--- src/rtl/cpu_pipe_pkg.sv ---
// Shared definitions for the pipeline control block: stage indices, FSM states, flush patterns.
// Latency: n/a (types and constants only).
// Backpressure: n/a.
package cpu_pipe_pkg;

  // Bit positions of each pipeline register in pipe_we / pipe_flush
  localparam int STG_IFID  = 0;
  localparam int STG_IDEX  = 1;
  localparam int STG_EXMEM = 2;
  localparam int STG_MEMWB = 3;

  // Interrupt entry flushes IF-ID, ID-EX and EX-MEM; MEM-WB still commits
  localparam logic [3:0] FLUSH_ENTER = 4'b0111;
  // ERET squashes the two youngest stages behind it
  localparam logic [3:0] FLUSH_RET   = 4'b0011;

  typedef enum logic [1:0] {
    ST_IDLE   = 2'd0,
    ST_ENTER  = 2'd1,
    ST_IN_ISR = 2'd2,
    ST_RETURN = 2'd3
  } ctrl_state_e;

  // Per-cycle control word handed to the pipeline registers and PC
  typedef struct packed {
    logic [3:0] we;
    logic [3:0] flush;
    logic       pc_we;
    logic       pc_redirect;
  } pipe_ctrl_t;

  // Handler vector address; 32-bit arithmetic, overflow wraps silently
  function automatic logic [31:0] vec_addr(input logic [31:0] base,
                                           input logic [31:0] idx,
                                           input logic [31:0] stride);
    return base + idx * stride;
  endfunction

endpackage

--- src/rtl/irq_prio_enc.sv ---
// Lowest-index-wins priority encoder over the interrupt request lines.
// Latency: purely combinational, zero cycles.
// Backpressure: none; the consumer decides when to act on vld.
module irq_prio_enc #(
  parameter int unsigned N  = 4,
  parameter int unsigned IW = 2
) (
  input  logic [N-1:0]  req,
  output logic          vld,
  output logic [IW-1:0] idx,
  output logic [N-1:0]  onehot
);

  // Scan from the top down so the lowest set bit is the last (winning) write
  always_comb begin
    idx = '0;
    for (int i = int'(N) - 1; i >= 0; i--) begin
      if (req[i]) idx = IW'(i);
    end
  end

  assign vld    = |req;
  // Isolate the lowest set bit for the acknowledge vector
  assign onehot = req & ~(req - N'(1));

endmodule

--- src/rtl/intr_pipe_ctrl.sv ---
// Pipeline control: write-enable/flush for IF-ID..MEM-WB and PC, plus interrupt entry and ERET return.
// Latency: hazard controls are combinational; interrupt entry takes effect the cycle after the request is accepted.
// Backpressure: stall_req holds the PC and IF-ID and defers interrupt entry and ERET until it drops.
// Optional build macro IRQ_MASK_EN adds an irq_mask input that gates individual request lines.
module intr_pipe_ctrl
  import cpu_pipe_pkg::*;
#(
  parameter int unsigned NUM_IRQ      = 4,
  parameter logic [31:0] HANDLER_BASE = 32'h0000_0040,
  parameter int unsigned VEC_STRIDE   = 4
) (
  input  logic               clk,
  input  logic               rst,
  input  logic [NUM_IRQ-1:0] irq_req,
`ifdef IRQ_MASK_EN
  input  logic [NUM_IRQ-1:0] irq_mask,
`endif
  input  logic               stall_req,
  input  logic               branch_taken,
  input  logic               eret,
  input  logic [31:0]        ex_pc,
  output logic [3:0]         pipe_we,
  output logic [3:0]         pipe_flush,
  output logic               pc_we,
  output logic               pc_redirect,
  output logic [31:0]        pc_target,
  output logic [31:0]        sepc,
  output logic               int_active,
  output logic [NUM_IRQ-1:0] irq_ack
);

  localparam int unsigned IDW = (NUM_IRQ > 1) ? $clog2(NUM_IRQ) : 1;

  ctrl_state_e        state;
  logic [IDW-1:0]     irq_id;
  logic [31:0]        sepc_q;
  logic [NUM_IRQ-1:0] irq_eff;
  logic               enc_vld;
  logic [IDW-1:0]     enc_idx;
  logic [NUM_IRQ-1:0] enc_onehot;
  pipe_ctrl_t         ctl;
  logic [31:0]        tgt;

`ifdef IRQ_MASK_EN
  assign irq_eff = irq_req & ~irq_mask;
`else
  assign irq_eff = irq_req;
`endif

  irq_prio_enc #(
    .N  (NUM_IRQ),
    .IW (IDW)
  ) u_prio (
    .req    (irq_eff),
    .vld    (enc_vld),
    .idx    (enc_idx),
    .onehot (enc_onehot)
  );

  // Entry is only taken when the pipe is moving freely; hazards defer it a cycle
  logic take_irq;
  assign take_irq = enc_vld && !stall_req && !branch_taken;

  // FSM and registered outputs; reset discards any in-flight ISR or flush
  always_ff @(posedge clk) begin
    if (!rst) begin
      state      <= ST_IDLE;
      sepc_q     <= '0;
      irq_id     <= '0;
      int_active <= 1'b0;
      irq_ack    <= '0;
    end else begin
      irq_ack <= '0;
      case (state)
        ST_IDLE: begin
          if (take_irq) begin
            state   <= ST_ENTER;
            sepc_q  <= ex_pc;
            irq_id  <= enc_idx;
            irq_ack <= enc_onehot;
          end
        end
        ST_ENTER: begin
          state      <= ST_IN_ISR;
          int_active <= 1'b1;
        end
        ST_IN_ISR: begin
          if (eret && !stall_req) state <= ST_RETURN;
        end
        ST_RETURN: begin
          state      <= ST_IDLE;
          int_active <= 1'b0;
        end
        default: state <= ST_IDLE;
      endcase
    end
  end

  // Combinational control decode from state and hazard inputs
  always_comb begin
    ctl = '{we: 4'hF, flush: 4'h0, pc_we: 1'b1, pc_redirect: 1'b0};
    tgt = '0;
    if (!rst) begin
      ctl.flush = 4'hF;
    end else begin
      case (state)
        ST_IDLE, ST_IN_ISR: begin
          // A taken branch squashes the stalled instruction anyway, so it wins
          if (branch_taken) begin
            ctl.flush[STG_IFID] = 1'b1;
            ctl.flush[STG_IDEX] = 1'b1;
          end else if (stall_req) begin
            ctl.pc_we          = 1'b0;
            ctl.we[STG_IFID]   = 1'b0;
            ctl.flush[STG_IDEX] = 1'b1;
          end
        end
        ST_ENTER: begin
          ctl.flush       = FLUSH_ENTER;
          ctl.pc_redirect = 1'b1;
          tgt             = vec_addr(HANDLER_BASE, 32'(irq_id), VEC_STRIDE);
        end
        ST_RETURN: begin
          ctl.flush       = FLUSH_RET;
          ctl.pc_redirect = 1'b1;
          tgt             = sepc_q;
        end
        default: ;
      endcase
    end
  end

  assign pipe_we     = ctl.we;
  assign pipe_flush  = ctl.flush;
  assign pc_we       = ctl.pc_we;
  assign pc_redirect = ctl.pc_redirect;
  assign pc_target   = tgt;
  assign sepc        = sepc_q;

endmodule

--- config.mk ---
export PLATFORM = sky130hd
export DESIGN_NAME = intr_pipe_ctrl
export DESIGN_NICKNAME = d
export VERILOG_FILES = /design/src/rtl/cpu_pipe_pkg.sv /design/src/rtl/irq_prio_enc.sv /design/src/rtl/intr_pipe_ctrl.sv
export SDC_FILE = /design/constraint.sdc
export NUM_CORES = 1
export LEC_CHECK = 0
export CORE_MARGIN = 1.5
export CORE_UTILIZATION = 40
export CTS_CLUSTER_SIZE = 30
export DETAILED_ROUTE_END_ITERATION = 12
export GPL_ROUTABILITY_DRIVEN = 0
export GPL_TIMING_DRIVEN = 0
export PLACE_DENSITY_LB_ADDON = 0.12
export SLEW_MARGIN = 20
export SYNTH_ARGS = -nofsm -noshare
export SYNTH_HDL_FRONTEND = slang
export SYNTH_SLANG_ARGS = --single-unit
--- constraint.sdc ---
create_clock -name clk -period 3.15 [get_ports clk]
set_input_delay 0.315 -clock clk [delete_from_list [all_inputs] [get_ports clk]]
set_output_delay 0.315 -clock clk [all_outputs]
set_load 0.03 [all_outputs]
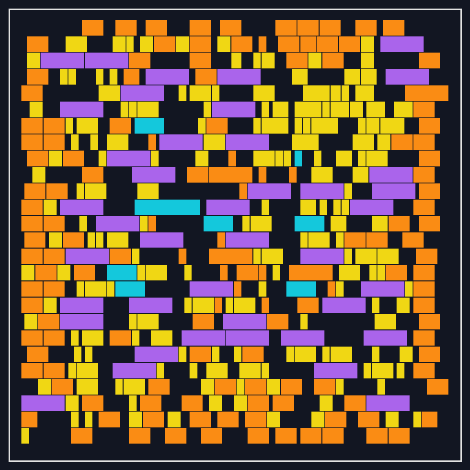
*Placement by cell class, run 1*
Scale: 6 px per µm.
purple -> flip-flops  # cells 41
yellow -> all other logic  # cells 178
cyan -> clock drivers and dummy loads  # cells 8
orange -> other buffers and delay cells  # cells 138
Final Core Density: 68.2%
Core Footprint: 0.00504 mm²
final non-filler cell area: 0.00344 mm²
Row Count: 26
flop share of the area: 23.9%

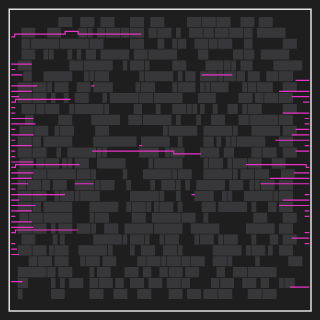
*The metal 3 layer, run 1*
Scale: 4 px per µm.
longest straight run = 20.2 µm
wire length on this layer = 343 µm
share of all routed wire = 6.1%

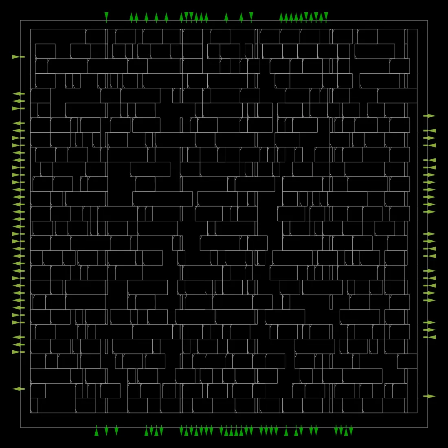
*Cell outlines without signal wires, run 1*
Flops: 41
Tapcell Cnt: 70
fin cells: 435

==> CHANGELOG.md, run 1 <==
## Flow update

* Largest net degree at the start of global routing at 13
* Most frequent cells in the layout: clkdlybuf4s50_1 (115), nand2_1 (69), dfxtp_1 (41), mux2i_1 (35), and3_1 (29)
* Sw Share at 33.6%
* Clock power share at 24.6%
* CTS clock-pin slew for the worst setup and hold paths at 0.08 ns
* Registers, synthesis at 41
* Pwr top: combinational logic
* Critical Path AT at around 2.3 ns
* Clock Skew at between 0.008 and 0.009 ns
* Yosys cell count at around 240
* Register area share after synthesis at 39.5%
* Lkg Pwr at about 1.4 nW
* # hold bufs at CTS at 0
* Drt first pass iters at 4
* WL/cell at 12.9 µm
* Flop pwr share at a little over a third
* WL met1 at 2610 µm
* Max-Cap Viols at 0
* Final setup fails at 0
* Global-route track usage on met1 at 25.8%
* Final HPWL from detailed placement at 4150 µm
* Via count at between 2000 and 2500
* CP Launch Point: state[1]
* Antenna cells at 0
* PD cells at 513 mW/mm²
* Crit end category: output pin
* Pint at around 1.2 mW
* Max frequency at 376 MHz
* Seq. pwr at 0.636 mW
* Vias in the first global route at 1834
* Post-Syn Area at ~0.0021 mm²
* CTS root buf: clkbuf_8
* Fillers at 425
* Worst setup path endpoint: pipe_flush[1]
* Rel. slew slack at between 40% and 50%
* DR iter-0 viols at 66
* GR Util All Layers at 19.7%
* Status: complete, no violations
* IO Port Bufs at 115
* Hold_sp: irq_id[0]
* Avg Inst Size Synth at just under 9 µm²
* Crit-path max cell delay at 0.59 ns
* Crit path DRT at about 2.8 ns
* Crit Path Class: register to output pin
* Cts bufs inserted at 5
* Busiest grt layer: met2
* Seq. cell area at slightly above 800 µm²
* Log Warnings at 30
* Worst setup SP type: register
* Hold endpoint: irq_id[0]
* Met3 WL at 342 µm
* H-Tree Depth at 2
* Pre-CTS WS at 0.541 ns
* Worst R2R Start: state[0]
* Final Hold Fails at 0
* First-pass GRT wire length at 8490 µm
* Met3 global-route usage at 4.42%
* Die height at 75.1 µm
* Final ANT Viol Nets at 0
* CP max FO at 6
* Remaining Overflow, GRT at 0
* Cell accounting for the most synthesized area: dfxtp_1
* Layout cells sized above 1 at 5.48%
* CP bufs+invs at 2
* Synthesis warning total at 0
run 1: per-stage QoR:
step | instances | power [mW] | hold WS, ns | instance area, µm² | util (%)
6_report | 435 | 1.76 | 0.467 | 3440 | 68.2
5_1_grt | 435 | 1.85 | 0.493 | 3440 | 68.2
4_1_cts | 435 | 1.78 | 0.471 | 3440 | 68.2
3_5_place_dp | 427 | 1.34 | 0.460 | 3320 | 65.9
3_3_place_gp | 427 | 1.33 | 0.449 | 3320 | 65.9
2_1_floorplan | 242 | 1.09 | 0.434 | 2080 | -
run 1: layout make-up:
class                   instances  area share [%]
flip-flops and latches         41            23.9
inverters                       4           0.437
well taps                      70            2.55
multi-input cells             174            31.5
clock inverters                 1           0.873
plain buffers                  23            4.84
repair buffers                115            33.5
clock buffers                   7            2.51
--- run 2 (diff from run 1) ---
- CORE_UTILIZATION: 40 -> 38
- clock period: 3.15 -> 2.49 ns (I/O delays scaled with it)
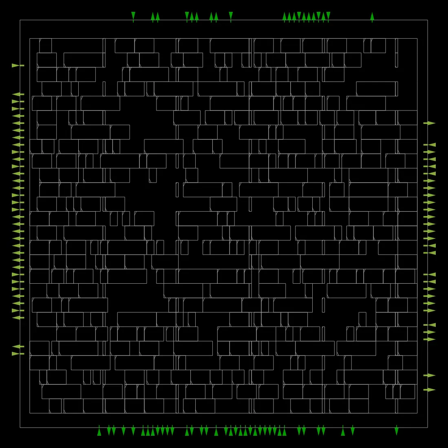
*Cell outlines without signal wires, run 2*
flop share of the area: 24.1%
Final Core Density: 65.9%
Core Footprint: 0.00517 mm²
fillers: 434
fin cells: 433

==> CHANGELOG.md, run 2 <==
## Flow update

* Seq. cell area at 821 µm² (unchanged)
* Drt first pass iters at 4 (unchanged)
* IO Port Bufs at 115 (unchanged)
* Worst setup SP type: register (unchanged)
* Hold WS at 0.441 ns (was 0.467 ns)
* Avg Inst Size Synth at 8.65 µm² (unchanged)
* WL/cell at 13.5 µm (was 12.9 µm)
* Final non-filler cell area at 0.00341 mm² (was 0.00344 mm²)
* CP max FO at 5 (was 6)
* Crit-path max cell delay at 0.66 ns (was 0.59 ns)
* H-Tree Depth at 2 (unchanged)
* Worst R2R Start: state[0] (unchanged)
* Status: complete, no violations (unchanged)
* DR iter-0 viols at 59 (was 66)
* Die height at 76.9 µm (was 75.1 µm)
* Met3 global-route usage at 5.60% (was 4.42%)
* Hold_sp: rst (was irq_id[0])
* Sw Share at 35.7% (was 33.6%)
* Lkg Pwr at 1.39 nW (was 1.40 nW)
* Crit end category: output pin (unchanged)
* Registers, synthesis at 41 (unchanged)
* PD cells at 612 mW/mm² (was 513 mW/mm²)
* Final Hold Fails at 0 (unchanged)
* Met3 WL at 390 µm (was 342 µm)
* Max-Cap Viols at 0 (unchanged)
* Via count at 2074 (was 2039)
* Largest net degree at the start of global routing at 12 (was 13)
* First-pass GRT wire length at 9560 µm (was 8490 µm)
* Most frequent cells in the layout: clkdlybuf4s50_1 (113), nand2_1 (69), dfxtp_1 (41), mux2i_1 (35), and3_1 (29) (was clkdlybuf4s50_1 (115), nand2_1 (69), dfxtp_1 (41), mux2i_1 (35), and3_1 (29))
* Placed cells at 427 (unchanged)
* CTS root buf: clkbuf_8 (unchanged)
* Pre-CTS WS at 0.0395 ns (was 0.541 ns)
* Final HPWL from detailed placement at 4300 µm (was 4150 µm)
* Flop pwr share at 38.6% (was 36.1%)
* Pint at 1.34 mW (was 1.17 mW)
* Total Power at 2.09 mW (was 1.76 mW)
* Global-route track usage on met1 at 25.2% (was 25.8%)
* CP Launch Point: state[0] (was state[1])
* Remaining Overflow, GRT at 0 (unchanged)
* Post-Syn Area at 0.00208 mm² (unchanged)
* Clock power share at 19.0% (was 24.6%)
==> run 2: netlist changes by cell type in the layout (fill, tap and decap cells not counted), sizes merged <==
cell and delta:
bufinv -1, clkbuf -2, clkdlybuf4s50 -2, clkinv +1
dlygate4sd2 +1, dlymetal6s2s +1
==> run 2: path summary, 6_finish.rpt <==
check                to  slack (ns)
max          pipe_we[0]        0.15
min          int_active        0.44
max reg2reg    state[1]        0.55
min reg2reg   irq_id[0]        0.47
==> run 2: layout make-up <==
cell class,instances,share of cell area [%]
timing repair buffer,115,33.8
multi-input combinational,174,31.9
sequential,41,24.1
buffer,23,5.03
tap,70,2.57
clock buffer,5,2.02
inverter,4,0.441
clock inverter,1,0.147
--- run 3 (diff from run 2) ---
- GPL_TIMING_DRIVEN: 0 -> not set
- REMOVE_ABC_BUFFERS: not set -> 1
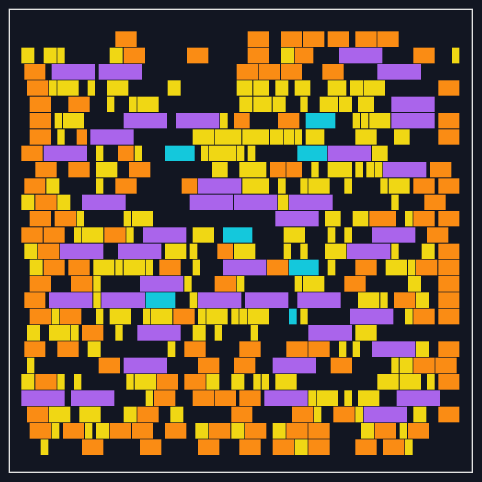
*Placement by cell class, run 3*
Scale: 6 px per µm.
yellow -> all other logic  # cells 178
cyan -> clock drivers and dummy loads  # cells 7
orange -> other buffers and delay cells  # cells 122
purple -> flip-flops  # cells 41

==> CHANGELOG.md, run 3 <==
## Flow update

* # hold bufs at CTS at 0 (unchanged)
* Fillers at 462 (was 434)
* Latency at later pin at 0.28 ns (was 0.29 ns)
* Crit-path max cell delay at 0.60 ns (was 0.66 ns)
* CTS root buf: clkbuf_8 (unchanged)
* Log Warnings at 29 (was 30)
* Final Core Density at 63.7% (was 65.9%)
* CTS clock-pin slew for the worst setup and hold paths at 0.07 ns (about the same)
* Final non-filler cell area at 0.00329 mm² (was 0.00341 mm²)
* Register area share after synthesis at 39.5% (unchanged)
* Final ANT Viol Nets at 0 (unchanged)
* Max-Cap Viols at 0 (unchanged)
* Pint at 1.32 mW (was 1.34 mW)
* CP bufs+invs at 2 (was 3)
* Final HPWL from detailed placement at 3760 µm (was 4300 µm)
* Crit Path Class: register to output pin (unchanged)
* Flop pwr share at 39.4% (was 38.6%)
* CP max FO at 6 (was 5)
* Critical Path AT at 2.11 ns (was 2.09 ns)
* Avg Inst Size Synth at 8.65 µm² (unchanged)
* Met3 WL at 366 µm (was 390 µm)
* Pre-CTS WS at 0.237 ns (was 0.0395 ns)
* First-pass GRT wire length at 9010 µm (was 9560 µm)
* Crit path DRT at 2.24 ns (about the same)
* Crit end category: output pin (unchanged)
* Registers, synthesis at 41 (unchanged)
* WL met1 at 2330 µm (was 2630 µm)
* Clock power share at 20.9% (was 19.0%)
* Fin cells at 418 (was 433)
* Pwr top: combinational logic (unchanged)
* Final setup fails at 0 (unchanged)
* Row Count at 26 (unchanged)
* Lkg Pwr at 1.37 nW (was 1.39 nW)
* Busiest grt layer: met2 (unchanged)
* Global-route track usage on met1 at 21.5% (was 25.2%)
* Yosys cell count at 240 (unchanged)
* Rel. slew slack at 46.4% (was 42.1%)
* Post-DP Area at 0.00321 mm² (was 0.00332 mm²)
* Remaining Overflow, GRT at 0 (unchanged)
* Placed cells at 411 (was 427)
* Most frequent cells in the layout: clkdlybuf4s50_1 (113), nand2_1 (69), dfxtp_1 (41), mux2i_1 (35), and3_1 (29) (unchanged)
* Cell accounting for the most synthesized area: dfxtp_1 (unchanged)
* Drt first pass iters at 4 (unchanged)
* Hold WS at 0.460 ns (was 0.441 ns)
* Synthesis warning total at 0 (unchanged)
* Largest net degree at the start of global routing at 49 (was 12)
* Post-Syn Area at 0.00208 mm² (unchanged)
* Core Footprint at 0.00517 mm² (unchanged)
* Final Hold Fails at 0 (unchanged)
* IO Port Bufs at 116 (was 115)
* Clock Skew at 0.00225 ns (was 0.00168 ns)
* Worst setup SP type: register (unchanged)
* PD cells at 621 mW/mm² (was 612 mW/mm²)
* Max frequency at 423 MHz (was 428 MHz)
* Status: complete, no violations (unchanged)
==> run 3: cell counts after synthesis <==
Identical to the previous run, type by type.
==> run 3: final timing paths <==
path | from | endpoint | slack [ns] | cells past startpoint
max reg2reg | state[0] | irq_ack[3] | 0.58 | 5
min reg2reg | irq_id[1] | irq_id[1] | 0.46 | 2
max | state[1] | pipe_flush[0] | 0.13 | 5
min | rst | irq_id[1] | 0.46 | 4
==> run 3: final cells by class <==
type                       instances  area, µm²  area share [%]
tap                               70       87.6            2.66
inverter                           4       15.0           0.456
timing repair buffer             122       1200            36.5
sequential                        41        821            24.9
multi-input combinational        174       1080            32.9
clock buffer                       7       86.3            2.62

==> layout pictures side by side <==
Drive-strength map.
Scale: 4 px per µm.
(a)
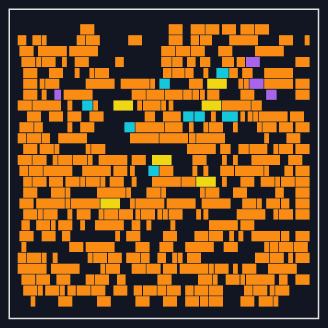
(b)
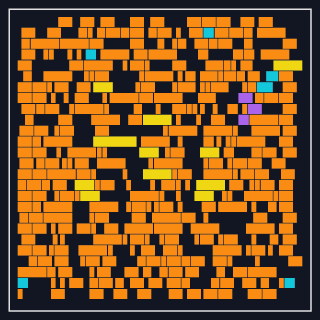
(c)
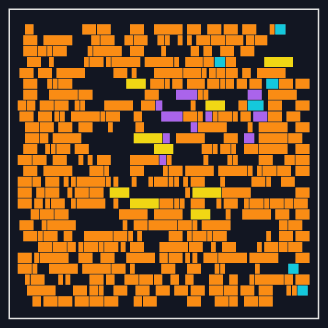
(b) is run 1.
(c) is run 2.
(a) is run 3.

Key to (b):
cyan -> drive 3 to 4  # cells 6, most used buf_4
yellow -> drive 6 and up  # cells 11, most used clkbuf_8
purple -> drive 2  # cells 3, most used and4_2
orange -> drive 1 or less  # cells 345, most used clkdlybuf4s50_1

No activity file was given, so power comes from the tool's default toggle rates.
